$ cat config.mk
export PLATFORM = sky130hd
export DESIGN_NAME = program_loader
export DESIGN_NICKNAME = d
export VERILOG_FILES = /design/src/rtl/program_loader.sv
export SDC_FILE = /design/constraint.sdc
export NUM_CORES = 1
export LEC_CHECK = 0
export ABC_AREA = 1
export CAP_MARGIN = 15
export CORE_UTILIZATION = 25
export CTS_CLUSTER_DIAMETER = 150
export CTS_CLUSTER_SIZE = 40
export DETAILED_ROUTE_END_ITERATION = 8
export PLACE_DENSITY = 0.53
export SYNTH_ARGS = -nofsm -noshare
export SYNTH_HDL_FRONTEND = slang
export SYNTH_SLANG_ARGS = --single-unit
$ cat constraint.sdc
create_clock -name clk -period 3 [get_ports clk]
set_input_delay 0.6 -clock clk [delete_from_list [all_inputs] [get_ports clk]]
set_output_delay 0.6 -clock clk [all_outputs]
set_load 0.02 [all_outputs]
$ cat src/rtl/program_loader.sv
// Program-memory writer: streams bytes from a valid/ready source into RAM using the
// CPU's two-step bus protocol (mi then ri) while holding the CPU, then restarts it.
module program_loader #(
  parameter int WIDTH         = 8,
  parameter int ADDRESS_WIDTH = 4,
  parameter int ZERO_FILL     = 1
) (
  input  logic             clk,
  input  logic             reset,
  input  logic             start,
  input  logic             in_valid,
  input  logic [WIDTH-1:0] in_data,
  input  logic             in_last,
  output logic             in_ready,
  output logic [WIDTH-1:0] mem_bus,
  output logic             mem_addr_enable,
  output logic             mem_write_enable,
  output logic             cpu_hold,
  output logic             cpu_restart,
  output logic             done,
  output logic             overflow
);

  typedef enum logic [2:0] {
    S_WAIT,
    S_ADDR,
    S_DATA,
    S_FILL_ADDR,
    S_FILL_DATA,
    S_RELEASE,
    S_RUN
  } state_t;

  localparam logic [ADDRESS_WIDTH-1:0] ADDR_MAX  = '1;
  localparam bit                       FILL_TAIL = (ZERO_FILL != 0);

  state_t                   state;
  logic [ADDRESS_WIDTH-1:0] addr;
  logic [WIDTH-1:0]         data_reg;
  logic                     last_reg;

  // Every output is a register loaded with the value belonging to the state being
  // entered, so the strobes and bus line up exactly with the state they describe.
  always_ff @(posedge clk) begin
    if (reset) begin
      state            <= S_WAIT;
      addr             <= '0;
      data_reg         <= '0;
      last_reg         <= 1'b0;
      in_ready         <= 1'b1;
      mem_bus          <= '0;
      mem_addr_enable  <= 1'b0;
      mem_write_enable <= 1'b0;
      cpu_hold         <= 1'b1;
      cpu_restart      <= 1'b0;
      done             <= 1'b0;
      overflow         <= 1'b0;
    end else begin
      mem_addr_enable  <= 1'b0;
      mem_write_enable <= 1'b0;
      mem_bus          <= '0;
      cpu_restart      <= 1'b0;

      case (state)
        S_WAIT: begin
          if (in_valid && in_ready) begin
            data_reg        <= in_data;
            last_reg        <= in_last;
            in_ready        <= 1'b0;
            mem_addr_enable <= 1'b1;
            mem_bus         <= WIDTH'(addr);
            state           <= S_ADDR;
          end
        end

        S_ADDR: begin
          mem_write_enable <= 1'b1;
          mem_bus          <= data_reg;
          state            <= S_DATA;
        end

        S_DATA: begin
          if (last_reg && (addr != ADDR_MAX) && FILL_TAIL) begin
            addr            <= addr + 1'b1;
            mem_addr_enable <= 1'b1;
            mem_bus         <= WIDTH'(addr + 1'b1);
            state           <= S_FILL_ADDR;
          end else if (last_reg) begin
            cpu_restart <= 1'b1;
            state       <= S_RELEASE;
          end else if (addr == ADDR_MAX) begin
            // Memory is full but the source has more: refuse the rest, never wrap.
            overflow    <= 1'b1;
            cpu_restart <= 1'b1;
            state       <= S_RELEASE;
          end else begin
            addr     <= addr + 1'b1;
            in_ready <= 1'b1;
            state    <= S_WAIT;
          end
        end

        S_FILL_ADDR: begin
          mem_write_enable <= 1'b1;
          mem_bus          <= '0;
          state            <= S_FILL_DATA;
        end

        S_FILL_DATA: begin
          if (addr == ADDR_MAX) begin
            cpu_restart <= 1'b1;
            state       <= S_RELEASE;
          end else begin
            addr            <= addr + 1'b1;
            mem_addr_enable <= 1'b1;
            mem_bus         <= WIDTH'(addr + 1'b1);
            state           <= S_FILL_ADDR;
          end
        end

        S_RELEASE: begin
          done     <= 1'b1;
          cpu_hold <= 1'b0;
          state    <= S_RUN;
        end

        S_RUN: begin
          if (start) begin
            addr     <= '0;
            done     <= 1'b0;
            overflow <= 1'b0;
            cpu_hold <= 1'b1;
            in_ready <= 1'b1;
            state    <= S_WAIT;
          end
        end

        default: state <= S_WAIT;
      endcase
    end
  end

endmodule

==> out/metrics.yaml, run 1 <==
status:
  status: "finished clean"
logic_synthesis:
  yosysWarnings: 0
  yosys.area.top_type: "dfxtp_1"
  syn_avg_cell_area_sq_um: 8.09
  yosysSeqAreaShare_pct: 40.8
  synth_chip_area_sq_um: 1520
  synthAdderAreaFrac_pct: 1.65
  netlist_top_cells_count: "dfxtp_1, nand2_1, inv_1, nand3_1, nor2_1"
  floorplan.nets: 203
  synthTopCellsByArea: "dfxtp_1, nand2_1, nand3_1"
  async_reset_ff_share_pct: 0
  simple_gate_share_pct: 32.4
  yosys_cells: 188
finish:
  area_dominant_class: "multi-input combinational cells"
  clockBufferCount: 6
  final-instance-count-excl-fill: 291
  inv_count: 22
  nMultiInputCombCells: 127
  flop_area_sq_um: 621
  nFlopsAndLatches: 31
  final_nets: 230
  seq_area_share_pct: 32.0
  fill_cells: 630
  layout_top_cell: "dfxtp_1"
die:
  initial_core_util_pct: 25.8
  die_h_um: 80.0
  die_area_sq_um: 6400
  tap_cells: 75
  core_sq_um: 5890
drt:
  ant_nets: 0
  wl_um: 3250
  wl_per_cell_um: 11.2
  post-route-drc-count: 0
  num_vias: 1223
  via_per_inst: 4.20
timing:
  finalCritPeriodShare_pct: 61.1
  hold_ws_ns: 0.466
  setup_violations: 0
  worst_pin_slew_ns: 0.582
  max_freq_ghz: 0.545
  period_needed_ns: 1.83
  max-slew-margin-rel_pct: 61.2
setup_path:
  cp_max_fo: 3
  regToRegStartpoint: "addr[0]"
  cp_top_family: "buffers and inverters"
  critPathSlowestCell: "clkdlybuf4s50_1"
  worst-setup-path-type: "register to primary output"
  path_buffers: 1
placed_design:
  placed_cell_area_sq_um: 1820
  dpl.hpwl_um: 2350
  place_congestion: 0.761
pwr:
  powerDensity_nw_per_um2: 684
  ir_worst_vdd_v: 0.000216
  power_leakage_nw: 0.770
  total_power_mw: 1.32
clock_tree:
  clk_path_buf_depth: 2
  cts_made_buffers: 5
  cts_sinks: 31
  cts_tree: "yes"
  path_clk_slew_ns: 0.06
  postCtsSetupBuffers: 0
global_route:
  grt_pass1_vias: 1224
  grt_remaining_overflow: 0
worst_hold_path:
  hold_depth: 2
==> run 1: worst register-to-register path, delay by kind of cell (launching register included) <==
kind / cells / cell delay (ns)
buffers and inverters: 1 / 0.07
AOI/OAI and AO/OA: 1 / 0.11
and+or+nand+nor: 4 / 0.46
adders and majority gates: 2 / 0.62
DFF: 1 / 0.45
==> run 1: power breakdown <==
group	switching [mW]	internal [mW]
sequential	0.0609	0.471
combinational	0.220	0.146
clock	0.159	0.269
total	0.440	0.885
==> run 1: metal layers <==
metal | global-route usage [%] | part of all wire, % | vias up
met2 | 17.5 | 43 | 27
met5 | 0 | 0 | -
met4 | 5.36 | 0.77 | 0
li1 | - | - | 659
met3 | 3.89 | 5.1 | 2
met1 | 15.3 | 51 | 535
run_1/registers.png
Bar = 20 um. Other sequential cells in the stronger gray, the rest of the logic in the fainter gray.
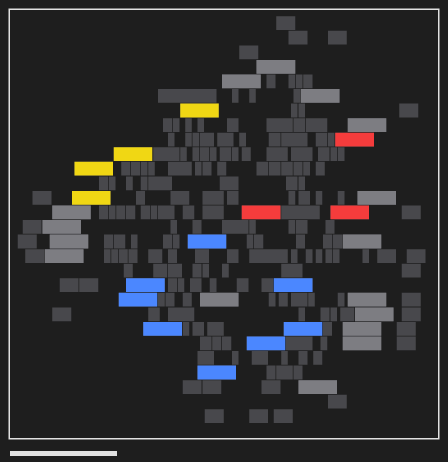
Key: state = red [sequential cells 3]; data_reg = blue [sequential cells 8]; addr = yellow [sequential cells 4]
Another 16 sequential cells are not colored.

run_1/final_congestion.png
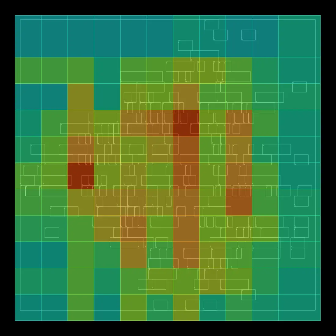
met1 track demand over resource: 15.3%
post-layout util: 32.9%
GR Layer Usage met2: 17.5%
total global-route track usage: 11.8%
Most Crowded Layer GR: met2

run_1/metal_stack.png
Bar = 20 um. Only two layers are drawn.
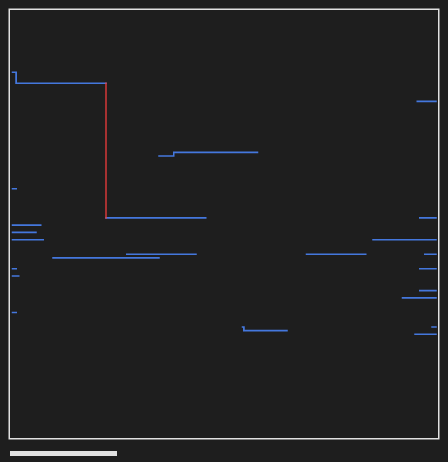
Key: met3 = blue [wire length 166 um]; met4 = red [wire length 25.2 um]

==> run 2, diff against run 1 <==
--- a/config.mk
+++ b/config.mk
@@ -11,7 +11,7 @@
 export CTS_CLUSTER_DIAMETER = 150
 export CTS_CLUSTER_SIZE = 40
 export DETAILED_ROUTE_END_ITERATION = 8
-export PLACE_DENSITY = 0.53
+export PLACE_DENSITY = 0.55
 export SYNTH_ARGS = -nofsm -noshare
 export SYNTH_HDL_FRONTEND = slang
 export SYNTH_SLANG_ARGS = --single-unit
==> constraint.sdc (replaced) <==
create_clock -name clk -period 1.5 [get_ports clk]
set_input_delay 0.3 -clock clk [delete_from_list [all_inputs] [get_ports clk]]
set_output_delay 0.3 -clock clk [all_outputs]
set_load 0.02 [all_outputs]
run_2/cell_classes.png
Bar = 20 um.
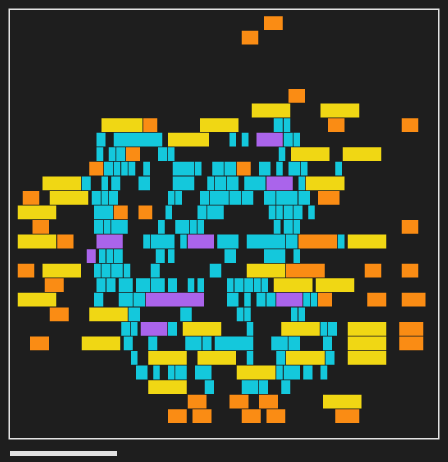
Key: all other logic = cyan [cells 149, share of their area 43%]; other buffers and delay cells = orange [cells 37, share of their area 19%]; clock drivers and dummy loads = purple [cells 8, share of their area 6.0%]; flip-flops = yellow [cells 31, share of their area 32%]

==> out/metrics.yaml, run 2 <==
logic_synthesis:
  netlist_top_cells_count: "dfxtp_1, nand2_1, inv_1, nand3_1, nor2_1"  # unchanged
  yosysWarnings: 0  # unchanged
  async_reset_ff_share_pct: 0  # unchanged
  yosys.cell_types.count: 29  # unchanged
  logic_family: "simple AND/OR/NAND/NOR gates"  # unchanged
  syn_avg_cell_area_sq_um: 8.09  # unchanged
  ys_ff: 31  # unchanged
  edf_count: 0  # unchanged
  yosysMostFrequentCell: "dfxtp_1"  # unchanged
  mux_area_share_pct: 0  # unchanged
  synthTopCellsByArea: "dfxtp_1, nand2_1, nand3_1"  # unchanged
  yosys_cells: 188  # unchanged
  synthXorXnorAreaFrac_pct: 0.576  # unchanged
  yosysSeqAreaShare_pct: 40.8  # unchanged
  aoi_share_pct: 14.0  # unchanged
  flop_cell: "dfxtp_1"  # unchanged
  synth_chip_area_sq_um: 1520  # unchanged
  yosys.area.top_type_share_pct: 40.8  # unchanged
  synthAdderAreaFrac_pct: 1.65  # unchanged
  floorplan.nets: 203  # unchanged
  simple_gate_share_pct: 32.4  # unchanged
  yosys.area.top_type: "dfxtp_1"  # unchanged
pwr:
  clock_power_share_pct: 31.6  # was 32.3%
  p_comb_uw: 844  # was 366 uW
  p_int_mw: 1.81  # was 885 uW
  seq_power_share_pct: 37.3  # was 40.1%
  pg_seq_mw: 1.01  # was 532 uW
  total_power_mw: 2.71  # was 1.32 mW
  comb_power_share_pct: 31.1  # was 27.6%
  p_sw_uw: 899  # was 440 uW
  power_leader: "sequential cells"  # unchanged
  powerDensity_nw_per_um2: 1330  # was 684 nW/um^2
  p_sw_share_pct: 33.2  # about the same
  ir_worst_vdd_v: 0.000672  # was 0.000216 V
  power_leakage_nw: 0.935  # was 0.770 nW
  clock_power_uw: 856  # was 427 uW
setup_path:
  cp-end-kind: "register"  # was primary output
  required_ns: 1.69  # was 2.40 ns
  cp_max_fo: 11  # was 3
  ff2ff_setup_slack_ns: 0.16  # was 1.23 ns
  worst-setup-path-type: "register to register"  # was register to primary output
  worstSetupStartpointType: "register"  # unchanged
clock_tree:
  postCtsSetupBuffers: 0  # unchanged
  cts-resized-gates: 11  # was 0
  cts_sinks: 31  # unchanged
  path_clk_slew_ns: 0.07  # was 0.06 ns
  cts_tree: "yes"  # unchanged
  clk_path_buf_depth: 2  # unchanged
  cts_made_buffers: 5  # unchanged
timing:
  fin_skew_ns: 0.00799  # was 0.0109 ns
  hold_viol: 0  # unchanged
  finalMaxSlewViolations: 0  # unchanged
  max-slew-margin-rel_pct: 81.8  # was 61.2%
  rsz0062_at_grt: "false"  # unchanged
  finalCritPeriodShare_pct: 89.4
  setup_violations: 0  # unchanged
  hold_ws_ns: 0.464  # was 0.466 ns
  max_freq_ghz: 0.746
  worst_pin_slew_ns: 0.272  # was 0.582 ns
  period_needed_ns: 1.34
global_route:
  grt_remaining_overflow: 0  # unchanged
  grt_start_max_net_pins: 17  # unchanged
  met2_usage_pct: 19.4  # was 17.5%
  antenna_found_initial: 0  # unchanged
  grtUsageTotal_pct: 12.3  # was 11.8%
  grt_util_met3_pct: 4.23  # was 3.89%
  grt.busiest_layer: "met2"  # unchanged
  grt_use_met1_pct: 14.7  # was 15.3%
  grt_pass1_vias: 1327  # was 1224
die:
  core_sq_um: 5890  # unchanged
  die_h_um: 80.0  # unchanged
  initial_core_util_pct: 25.8  # unchanged
  die_area_sq_um: 6400  # unchanged
  io_pins: 28  # unchanged
status:
  status: "finished clean"  # unchanged
drt:
  highest_layer: "met4"  # unchanged
  wl_per_cell_um: 11.6  # was 11.2 um
  num_vias: 1315  # was 1223
  wl_met1_um: 1670  # about the same
  wl_met3_um: 153  # was 165 um
  via_per_inst: 4.38  # was 4.20
  wl_um: 3480  # was 3250 um
  ant_nets: 0  # unchanged
  drt_iter0_markers: 84  # was 65
  post-route-drc-count: 0  # unchanged
  wl_met2_um: 1600  # was 1390 um
finish:
  final_core_util_pct: 34.7  # was 32.9%
  fin_area_sq_um: 2040  # was 1940 sq um
  drive_above_1_share_pct: 25.3  # was 20.8%
  layout_top_cells: "nand2_1, dfxtp_1, inv_1, nand3_1, nor2_1"  # was dfxtp_1, nand2_1, clkdlybuf4s50_1, inv_1, nand3_1
  final_nets: 239  # was 230
  syn2layout_area_growth_pct: 34.5  # was 27.4%
  final-instance-count-excl-fill: 300  # was 291
flow_run:
  timing.max_cap.violations: 0  # unchanged
placed_design:
  dpl.hpwl_um: 2630  # was 2350 um
  place_inst: 292  # was 283
  dp_slack_ns: -0.0590  # was 1.14 ns
  placed_cell_area_sq_um: 1920  # was 1820 sq um
  place_congestion: 0.745  # was 0.761
worst_hold_path:
  holdCritPathClass: "register to register"  # unchanged
==> run 2: cell counts after synthesis <==
Identical to the previous run, type by type.
==> run 2: final timing paths <==
path	cells after the start	end	from
max	8	state[2]	addr[0]
min	2	done	done
max reg2reg	8	state[2]	addr[0]
min reg2reg	2	done	done
==> run 2: layout make-up <==
type | count | area, sq um
well taps | 75 | 93.8
fillers | 624 | 3840
repair buffers | 37 | 370
flip-flops and latches | 31 | 623
clock buffers | 6 | 82.6
inverters | 22 | 87.6
multi-input cells | 127 | 752
clock inverters | 2 | 35.0
==> run 2: critical path, stage by stage (launching register included) <==
cell and delay [ns]:
dfxtp_2 0.34, ha_4 0.17, nand3_2 0.08, buf_4 0.18
inv_1 0.09, o21ai_1 0.15, nand4_1 0.11, nand2_1 0.07
inv_1 0.04
==> run 3, diff against run 2 <==
--- a/config.mk
+++ b/config.mk
@@ -12,6 +12,7 @@
 export CTS_CLUSTER_SIZE = 40
 export DETAILED_ROUTE_END_ITERATION = 8
 export PLACE_DENSITY = 0.55
+export SLEW_MARGIN = 40
 export SYNTH_ARGS = -nofsm -noshare
 export SYNTH_HDL_FRONTEND = slang
 export SYNTH_SLANG_ARGS = --single-unit
run_3/registers.png
Bar = 20 um. Other sequential cells in the stronger gray, the rest of the logic in the fainter gray.
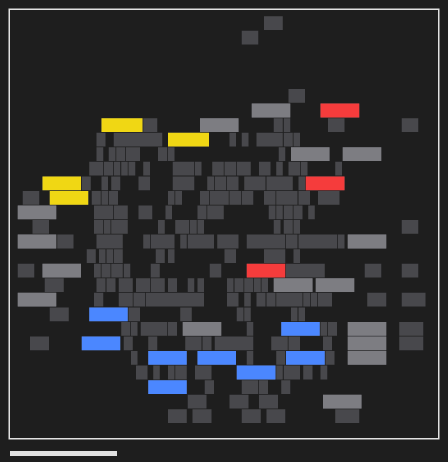
Key: addr = yellow [sequential cells 4]; data_reg = blue [sequential cells 8]; state = red [sequential cells 3]

==> out/metrics.yaml, run 3 <==
placed_design:
  place_inst: 292  # unchanged
  placed_cell_area_sq_um: 1920  # unchanged
  dp_slack_ns: -0.0590  # unchanged
  dpl.hpwl_um: 2630  # unchanged
finish:
  final_nets: 239  # unchanged
  final_core_util_pct: 34.7  # unchanged
  mi_logic_area_sq_um: 752  # unchanged
  fin_area_sq_um: 2040  # unchanged
  flop_area_sq_um: 623  # unchanged
  syn2layout_area_growth_pct: 34.5  # unchanged
  fill_cells: 624  # unchanged
  drive_above_1_share_pct: 25.3  # unchanged
  final-instance-count-excl-fill: 300  # unchanged
logic_synthesis:
  aoi_share_pct: 14.0  # unchanged
  yosys.cell_types.count: 29  # unchanged
  netlist_top_cells_count: "dfxtp_1, nand2_1, inv_1, nand3_1, nor2_1"  # unchanged
  mux_area_share_pct: 0  # unchanged
  ys_ff: 31  # unchanged
  logic_family: "simple AND/OR/NAND/NOR gates"  # unchanged
  synthAdderAreaFrac_pct: 1.65  # unchanged
  floorplan.nets: 203  # unchanged
  yosysMostFrequentCell: "dfxtp_1"  # unchanged
  synth_chip_area_sq_um: 1520  # unchanged
  synthXorXnorAreaFrac_pct: 0.576  # unchanged
  simple_gate_share_pct: 32.4  # unchanged
  syn_avg_cell_area_sq_um: 8.09  # unchanged
  yosysSeqAreaShare_pct: 40.8  # unchanged
  flop_cell: "dfxtp_1"  # unchanged
  synthTopCellsByArea: "dfxtp_1, nand2_1, nand3_1"  # unchanged
  yosys.area.top_type: "dfxtp_1"  # unchanged
  yosys_cells: 188  # unchanged
  yosysWarnings: 0  # unchanged
  yosys.area.top_type_share_pct: 40.8  # unchanged
  edf_count: 0  # unchanged
  async_reset_ff_share_pct: 0  # unchanged
global_route:
  grtUsageTotal_pct: 12.3  # unchanged
  grt_use_met1_pct: 14.7  # unchanged
  grt_start_max_net_pins: 17  # unchanged
  grt_util_met3_pct: 4.23  # unchanged
  met2_usage_pct: 19.4  # unchanged
  grt_pass1_vias: 1327  # unchanged
  antenna_found_initial: 0  # unchanged
  grt_remaining_overflow: 0  # unchanged
pwr:
  power_leakage_nw: 0.935  # unchanged
  ir_worst_vdd_v: 0.000672  # unchanged
  power_leader: "sequential cells"  # unchanged
  p_int_mw: 1.81  # unchanged
  clock_power_uw: 856  # about the same
  seq_power_share_pct: 37.3  # about the same
  p_comb_uw: 844  # about the same
  p_sw_share_pct: 33.2  # unchanged
  comb_power_share_pct: 31.1  # about the same
timing:
  period_needed_ns: 1.34  # unchanged
  max-slew-margin-rel_pct: 81.8  # unchanged
  setup_violations: 0  # unchanged
  worst_pin_slew_ns: 0.272  # unchanged
  rsz0062_at_grt: "false"  # unchanged
  max_freq_ghz: 0.746  # unchanged
  finalCritPeriodShare_pct: 89.4  # unchanged
  finalMaxSlewViolations: 0  # unchanged
  hold_viol: 0  # unchanged
  fin_skew_ns: 0.00799  # unchanged
drt:
  wl_met1_um: 1670  # unchanged
  post-route-drc-count: 0  # unchanged
  num_vias: 1315  # unchanged
  highest_layer: "met4"  # unchanged
  wl_per_cell_um: 11.6  # unchanged
  drt_iter0_markers: 84  # unchanged
  wl_um: 3480  # unchanged
  ant_nets: 0  # unchanged
  wl_met2_um: 1600  # unchanged
  wl_met3_um: 153  # unchanged
setup_path:
  cp_max_fo: 11  # unchanged
  cp-end-kind: "register"  # unchanged
  required_ns: 1.69  # about the same
  worstRegToRegCells: 8  # unchanged
  worstSetupStartpointType: "register"  # unchanged
  worst-setup-path-type: "register to register"  # unchanged
die:
  die_area_sq_um: 6400  # unchanged
  die_h_um: 80.0  # unchanged
  core_sq_um: 5890  # unchanged
  io_pins: 28  # unchanged
  initial_core_util_pct: 25.8  # unchanged
clock_tree:
  postCtsSetupBuffers: 0  # unchanged
  clk_path_buf_depth: 2  # unchanged
  cts-resized-gates: 11  # unchanged
  cts_made_buffers: 5  # unchanged
worst_hold_path:
  holdCritPathClass: "register to register"  # unchanged
  hold_depth: 2  # unchanged
flow_run:
  timing.max_cap.violations: 0  # unchanged
status:
  status: "finished clean"  # unchanged
run 3: cell counts after synthesis:
No cell type changed its count.
run 3: area by class of cell:
type                            count  area share [%]
Clock buffer                        6            4.04
Clock inverter                      2            1.71
Inverter                           22            4.28
Multi-Input combinational cell    127            36.8
Sequential cell                    31            30.5
Tap cell                           75            4.59
Timing Repair Buffer               37            18.1
run 3: worst max-delay path, stage by stage, from the launching register on:
cell     delay [ns]
dfxtp_2        0.34
ha_4           0.17
nand3_2        0.08
buf_4          0.18
inv_1          0.09
o21ai_1        0.15
nand4_1        0.11
nand2_1        0.07
inv_1          0.04
run 3: worst paths after layout:
| path | slack, ns | start | to |
|---|---|---|---|
| max | 0.16 | addr[0] | state[2] |
| min | 0.46 | done | done |
| max reg2reg | 0.16 | addr[0] | state[2] |
| min reg2reg | 0.46 | done | done |
No activity file was given, so power comes from the tool's default toggle rates.
